$ cat config.mk
export PLATFORM = sky130hd
export DESIGN_NAME = multicycle_control_fsm
export DESIGN_NICKNAME = d
export VERILOG_FILES = /design/src/rtl/multicycle_control_fsm.sv
export SDC_FILE = /design/constraint.sdc
export NUM_CORES = 1
export LEC_CHECK = 0
export CAP_MARGIN = 20
export CELL_PAD_IN_SITES_DETAIL_PLACEMENT = 0
export CELL_PAD_IN_SITES_GLOBAL_PLACEMENT = 2
export CORE_ASPECT_RATIO = 1.25
export CORE_MARGIN = 2
export CORE_UTILIZATION = 26
export DETAILED_ROUTE_END_ITERATION = 6
export GPL_ROUTABILITY_DRIVEN = 0
export PLACE_DENSITY_LB_ADDON = 0.1
export SLEW_MARGIN = 20
export SYNTH_ARGS = -nofsm -noshare
export SYNTH_HDL_FRONTEND = slang
export SYNTH_SLANG_ARGS = --single-unit
export TNS_END_PERCENT = 100
$ cat constraint.sdc
create_clock -name clk -period 3.51 [get_ports clk]
set_input_delay 0.8775 -clock clk [delete_from_list [all_inputs] [get_ports clk]]
set_output_delay 0.8775 -clock clk [all_outputs]
set_load 0.05 [all_outputs]
$ cat src/rtl/multicycle_control_fsm.sv
// Multi-cycle RV32I control FSM: sequences R/I/load/store/branch instructions and
// drives per-state datapath strobes, with memory handshake timeout and trap states.
module multicycle_control_fsm #(
  parameter int MEM_TIMEOUT = 16,
  parameter int ALUOP_W     = 2,
  parameter int STATE_W     = 4
) (
  input  logic               clk,
  input  logic               rst,
  input  logic [6:0]         opcode,
  input  logic               mem_ready,
  input  logic               branch_cond,
  output logic               mem_req,
  output logic               mem_we,
  output logic               i_or_d,
  output logic               ir_write,
  output logic               pc_write,
  output logic               reg_write,
  output logic               mem_to_reg,
  output logic               alu_src_a,
  output logic [1:0]         alu_src_b,
  output logic [ALUOP_W-1:0] alu_op,
  output logic               instr_done,
  output logic               illegal_op,
  output logic               bus_error,
  output logic [STATE_W-1:0] state_dbg
);

  localparam logic [3:0] S_FETCH  = 4'd0;
  localparam logic [3:0] S_DECODE = 4'd1;
  localparam logic [3:0] S_EXEC_R = 4'd2;
  localparam logic [3:0] S_EXEC_I = 4'd3;
  localparam logic [3:0] S_ADDR   = 4'd4;
  localparam logic [3:0] S_MEM_RD = 4'd5;
  localparam logic [3:0] S_MEM_WR = 4'd6;
  localparam logic [3:0] S_WB_ALU = 4'd7;
  localparam logic [3:0] S_WB_MEM = 4'd8;
  localparam logic [3:0] S_BRANCH = 4'd9;
  localparam logic [3:0] S_TRAP   = 4'd10;

  localparam logic [6:0] OP_R      = 7'b0110011;
  localparam logic [6:0] OP_I      = 7'b0010011;
  localparam logic [6:0] OP_LOAD   = 7'b0000011;
  localparam logic [6:0] OP_STORE  = 7'b0100011;
  localparam logic [6:0] OP_BRANCH = 7'b1100011;

  localparam int CNT_W = $clog2(MEM_TIMEOUT + 1);
  localparam logic [CNT_W-1:0] CNT_LIMIT = CNT_W'(MEM_TIMEOUT - 1);

  logic [3:0]       state, next_state;
  logic [CNT_W-1:0] wait_cnt, wait_cnt_next;
  logic             cause_bus, cause_bus_next;
  logic             mem_state, timeout;

  assign mem_state = (state == S_FETCH) || (state == S_MEM_RD) || (state == S_MEM_WR);
  // The last permitted wait cycle traps unless mem_ready arrives in that same cycle.
  assign timeout   = mem_state && !mem_ready && (wait_cnt == CNT_LIMIT);

  always_comb begin
    // NOTE: every combinational output gets a default first so no latch is inferred.
    next_state     = S_FETCH;
    cause_bus_next = cause_bus;
    case (state)
      S_FETCH, S_MEM_RD, S_MEM_WR: begin
        if (mem_ready) begin
          next_state = (state == S_FETCH)  ? S_DECODE :
                       (state == S_MEM_RD) ? S_WB_MEM : S_FETCH;
        end else if (timeout) begin
          next_state     = S_TRAP;
          cause_bus_next = 1'b1;
        end else begin
          next_state = state;
        end
      end
      S_DECODE: begin
        case (opcode)
          OP_R:               next_state = S_EXEC_R;
          OP_I:               next_state = S_EXEC_I;
          OP_LOAD, OP_STORE:  next_state = S_ADDR;
          OP_BRANCH:          next_state = S_BRANCH;
          default: begin
            next_state     = S_TRAP;
            cause_bus_next = 1'b0;
          end
        endcase
      end
      S_EXEC_R, S_EXEC_I: next_state = S_WB_ALU;
      S_ADDR:             next_state = (opcode == OP_STORE) ? S_MEM_WR : S_MEM_RD;
      default:            next_state = S_FETCH;
    endcase

    wait_cnt_next = '0;
    if (mem_state && !mem_ready && next_state == state)
      wait_cnt_next = wait_cnt + 1'b1;
  end

  always_ff @(posedge clk) begin
    // NOTE: state registers use non-blocking assignments so all flops update together.
    if (rst) begin
      state     <= S_FETCH;
      wait_cnt  <= '0;
      cause_bus <= 1'b0;
    end else begin
      state     <= next_state;
      wait_cnt  <= wait_cnt_next;
      cause_bus <= cause_bus_next;
    end
  end

  always_comb begin
    mem_req    = 1'b0;
    mem_we     = 1'b0;
    i_or_d     = 1'b0;
    ir_write   = 1'b0;
    pc_write   = 1'b0;
    reg_write  = 1'b0;
    mem_to_reg = 1'b0;
    alu_src_a  = 1'b0;
    alu_src_b  = 2'b00;
    alu_op     = '0;
    instr_done = 1'b0;
    illegal_op = 1'b0;
    bus_error  = 1'b0;
    state_dbg  = '0;
    // Reset forces every output low, abandoning any in-flight instruction.
    if (!rst) begin
      state_dbg = STATE_W'(state);
      case (state)
        S_FETCH: begin
          mem_req   = 1'b1;
          alu_src_b = 2'b01;
          ir_write  = mem_ready;
          pc_write  = mem_ready;
        end
        S_DECODE: alu_src_b = 2'b10;
        S_EXEC_R: begin
          alu_src_a = 1'b1;
          alu_op    = ALUOP_W'(2);
        end
        S_EXEC_I: begin
          alu_src_a = 1'b1;
          alu_src_b = 2'b10;
          alu_op    = ALUOP_W'(2);
        end
        S_ADDR: begin
          alu_src_a = 1'b1;
          alu_src_b = 2'b10;
        end
        S_MEM_RD: begin
          mem_req = 1'b1;
          i_or_d  = 1'b1;
        end
        S_MEM_WR: begin
          mem_req    = 1'b1;
          mem_we     = 1'b1;
          i_or_d     = 1'b1;
          instr_done = mem_ready;
        end
        S_WB_ALU: begin
          reg_write  = 1'b1;
          instr_done = 1'b1;
        end
        S_WB_MEM: begin
          reg_write  = 1'b1;
          mem_to_reg = 1'b1;
          instr_done = 1'b1;
        end
        S_BRANCH: begin
          alu_src_a  = 1'b1;
          alu_op     = ALUOP_W'(1);
          pc_write   = branch_cond;
          instr_done = 1'b1;
        end
        S_TRAP: begin
          illegal_op = !cause_bus;
          bus_error  = cause_bus;
        end
        default: ;
      endcase
    end
  end

endmodule

==> notes.org, run 1 <==
* Implementation run

** Power
- Static leakage :: about 0.54 nW

** Floorplan
- Starting utilization of the core area :: 0.270
- According to the floorplan report, the placeable core area is ~3200 um2.
- The chip occupies approximately 3800 um2.

** Cells and area
- Area of all sequential standard cells :: 200 um2
- In the final layout, excluding clock inverters the inverter count is 5.
- The layout report lists the non-clock buffer share of cell area as 0.361.
- Footprint of the multi-input gates :: between 500 and 600 um2
- In the final layout, the registers with the most flip-flops are wait_cnt x5, state x4, cause_bus x1.
- Clock buf count :: 3
- The register with the most flip-flops in the layout has 5 of them.
- The fraction of cell area in sequential cells is reported as 0.142.
- For this run, the number of standard cells in the final layout without fillers is around 170.

** Yosys
- Synthesized flop and latch total :: 10
- Post-synthesis mux area share :: 0.0232
- The cell type that accounts for the most area after synthesis is sky130_fd_sc_hd__dfxtp_1.
- The share of synthesized area in the top cell type comes to 0.232.

** Clock network
- Looking at the post-CTS report, the setup buffer insertion count equals 0.
- The clock reaches the later pin of the worst-skew pair after around 230 ps.
- Clk slew on worst S/H paths :: roughly 50 ps

** Min path
- Hold depth :: 1
- End point of the most critical hold path :: wait_cnt[0]
- Looking at hold timing, the worst path starts from wait_cnt[0].

** Critical path
- CP max stage cell :: sky130_fd_sc_hd__clkdlybuf4s50_1
- CP Capture Type :: output port
- Of all nets on the critical path, the largest fanout is 3.
- Setup slack on the worst reg-to-reg path comes out at around 1500 ps.
- For this run, the slowest stage of the critical path takes slightly above 400 ps.
- For reference, the critical path is launched at rst.
- Data arrival, critical path :: approximately 2400 ps

** Routing
- The script logs the ratio of routed vias to standard cells as ~5.0.
- DRC errors left :: 0
- The first detailed-routing pass took 4 iterations.
- Remaining number of nets flagged by the antenna check after routing :: 0

** Timing
- Fin. Hold Viols :: 0

** Run status
- The flow ran to the end, and the final reports show no timing, DRC or antenna violations.

** Placed design
- The placement stage leaves a total instance area of 1370 um2.
Run 1, routing congestion:
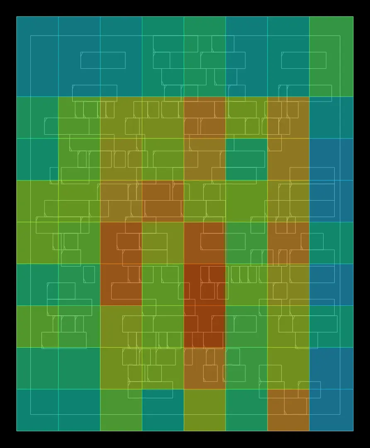
met2 track utilization from global routing: 0.257
global-route layer with the greatest usage: met2

Run 1, ports around the boundary:
The bar under the picture is 20 um long. Pins as bars across the die edge, other pins in gray.
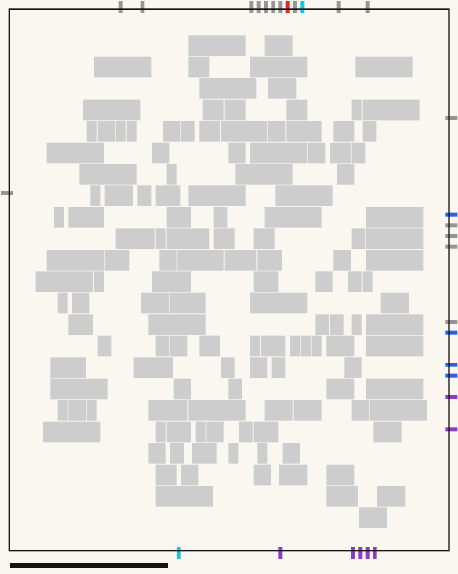
Key: blue = state_dbg [pins 4, direction output, edge right]; red = rst [pins 1, direction input, edge top]; cyan = alu_src_b [pins 2, direction output, edge 1 top, 1 bottom]; purple = opcode [pins 7, direction input, edge 5 bottom, 2 right]
All pins by edge: 12 top, 11 right, 6 bottom, 1 left.
quantity of I/O buffers inserted on ports: 29
overall die width: 55.5 um
chip height: 68.4 um

Run 1, M3 wires:
The bar under the picture is 20 um long.
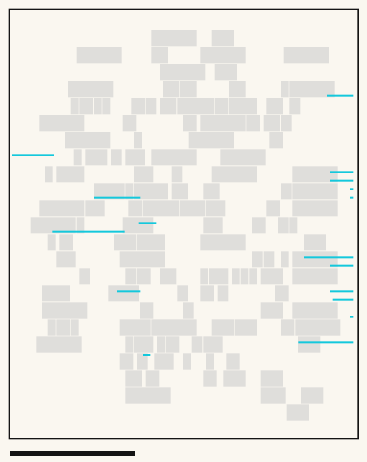
The wires run mostly horizontal. 14 nets have wire on it.
total wire length: 2460 um
met3 GRT Util: 0.0265
via count: 875

Run 1, M1 wires:
The bar under the picture is 20 um long.
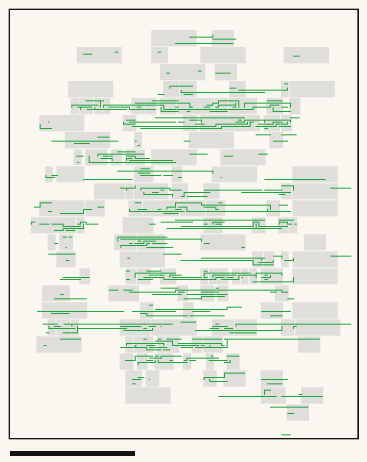

==> run 2: changes to the inputs <==
Settings changed: CORE_MARGIN 2 to 1.
Run 2, M1 wires:
The bar under the picture is 20 um long.
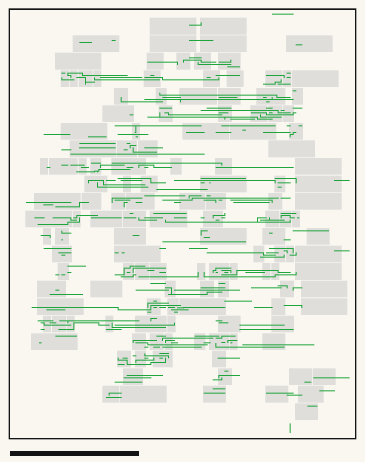
The wires run mostly horizontal. The layer carries 1020 um of wire. 131 nets have wire on it. The layer holds 43% of the routed length. The longest straight run is 23.0 um.
total wire length: 2400 um
met1 demand-to-capacity share in global routing: 0.183
via count: 895

==> run 2 against run 1 <==
Net effect: routed wire length fell by 2.7%; first-iteration DRC count is 6.3% higher; flip-flop count did not move; die area fell by 6.4%; non-clock buffer count unchanged.
==> notes.org, run 2 <==
* Implementation run

** Run status
- The run finished with clean final reports.

** Cells and area
- Proportion of cell area occupied by registers :: 0.140 (-0.00137)
- The relative area of non-clock buffer cells in the final design is 0.358 (-0.00349).
- The inverter count of the layout excluding clock inverters came to 5 (unchanged).
- Non-filler instance count after layout :: 175 (+0.57%)

** Routing
- DRC errors left :: 0 (unchanged)
- The remaining number of nets flagged by the antenna check after routing came to 0 (unchanged).
- Drt pass-1 iters :: 4 (unchanged)

** Critical path
- Register-to-register path setup slack :: 1500 ps (about the same)
- CP max stage cell :: sky130_fd_sc_hd__clkdlybuf4s50_1
- The maximum fanout count along the critical path is 3 (unchanged).

** Placed design
- The total cell area at the placement stage was 1370 um2 (unchanged).

** Floorplan
- Placeable core area :: 3190 um2 (unchanged)
- Overall die width :: 53.5 um (-3.6%)

** Yosys
- Cell accounting for the most synthesized area :: sky130_fd_sc_hd__dfxtp_1
- Synthesized flop and latch total :: 10 (unchanged)
- Post-synthesis mux area share :: 0.0232 (unchanged)
- The top-area cell type share of the netlist area is 0.232 (unchanged).

** Global routing
- Met3 GRT Util :: 0.0253 (-0.00118)
- Global route summary, busiest routing layer listed as met2.

** Min path
- Source of the worst hold timing path :: wait_cnt[0]
Run 2, routing congestion:
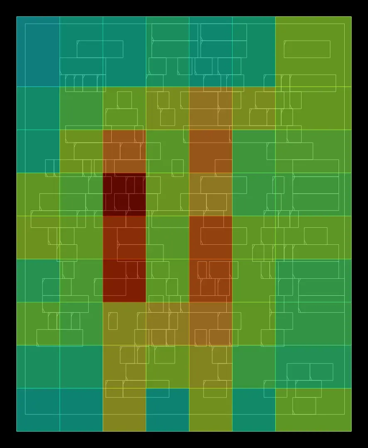
met2 track utilization from global routing: 0.288
final core utilization: 0.447

Power figures rest on the tool's default switching activity, not on a simulated workload.
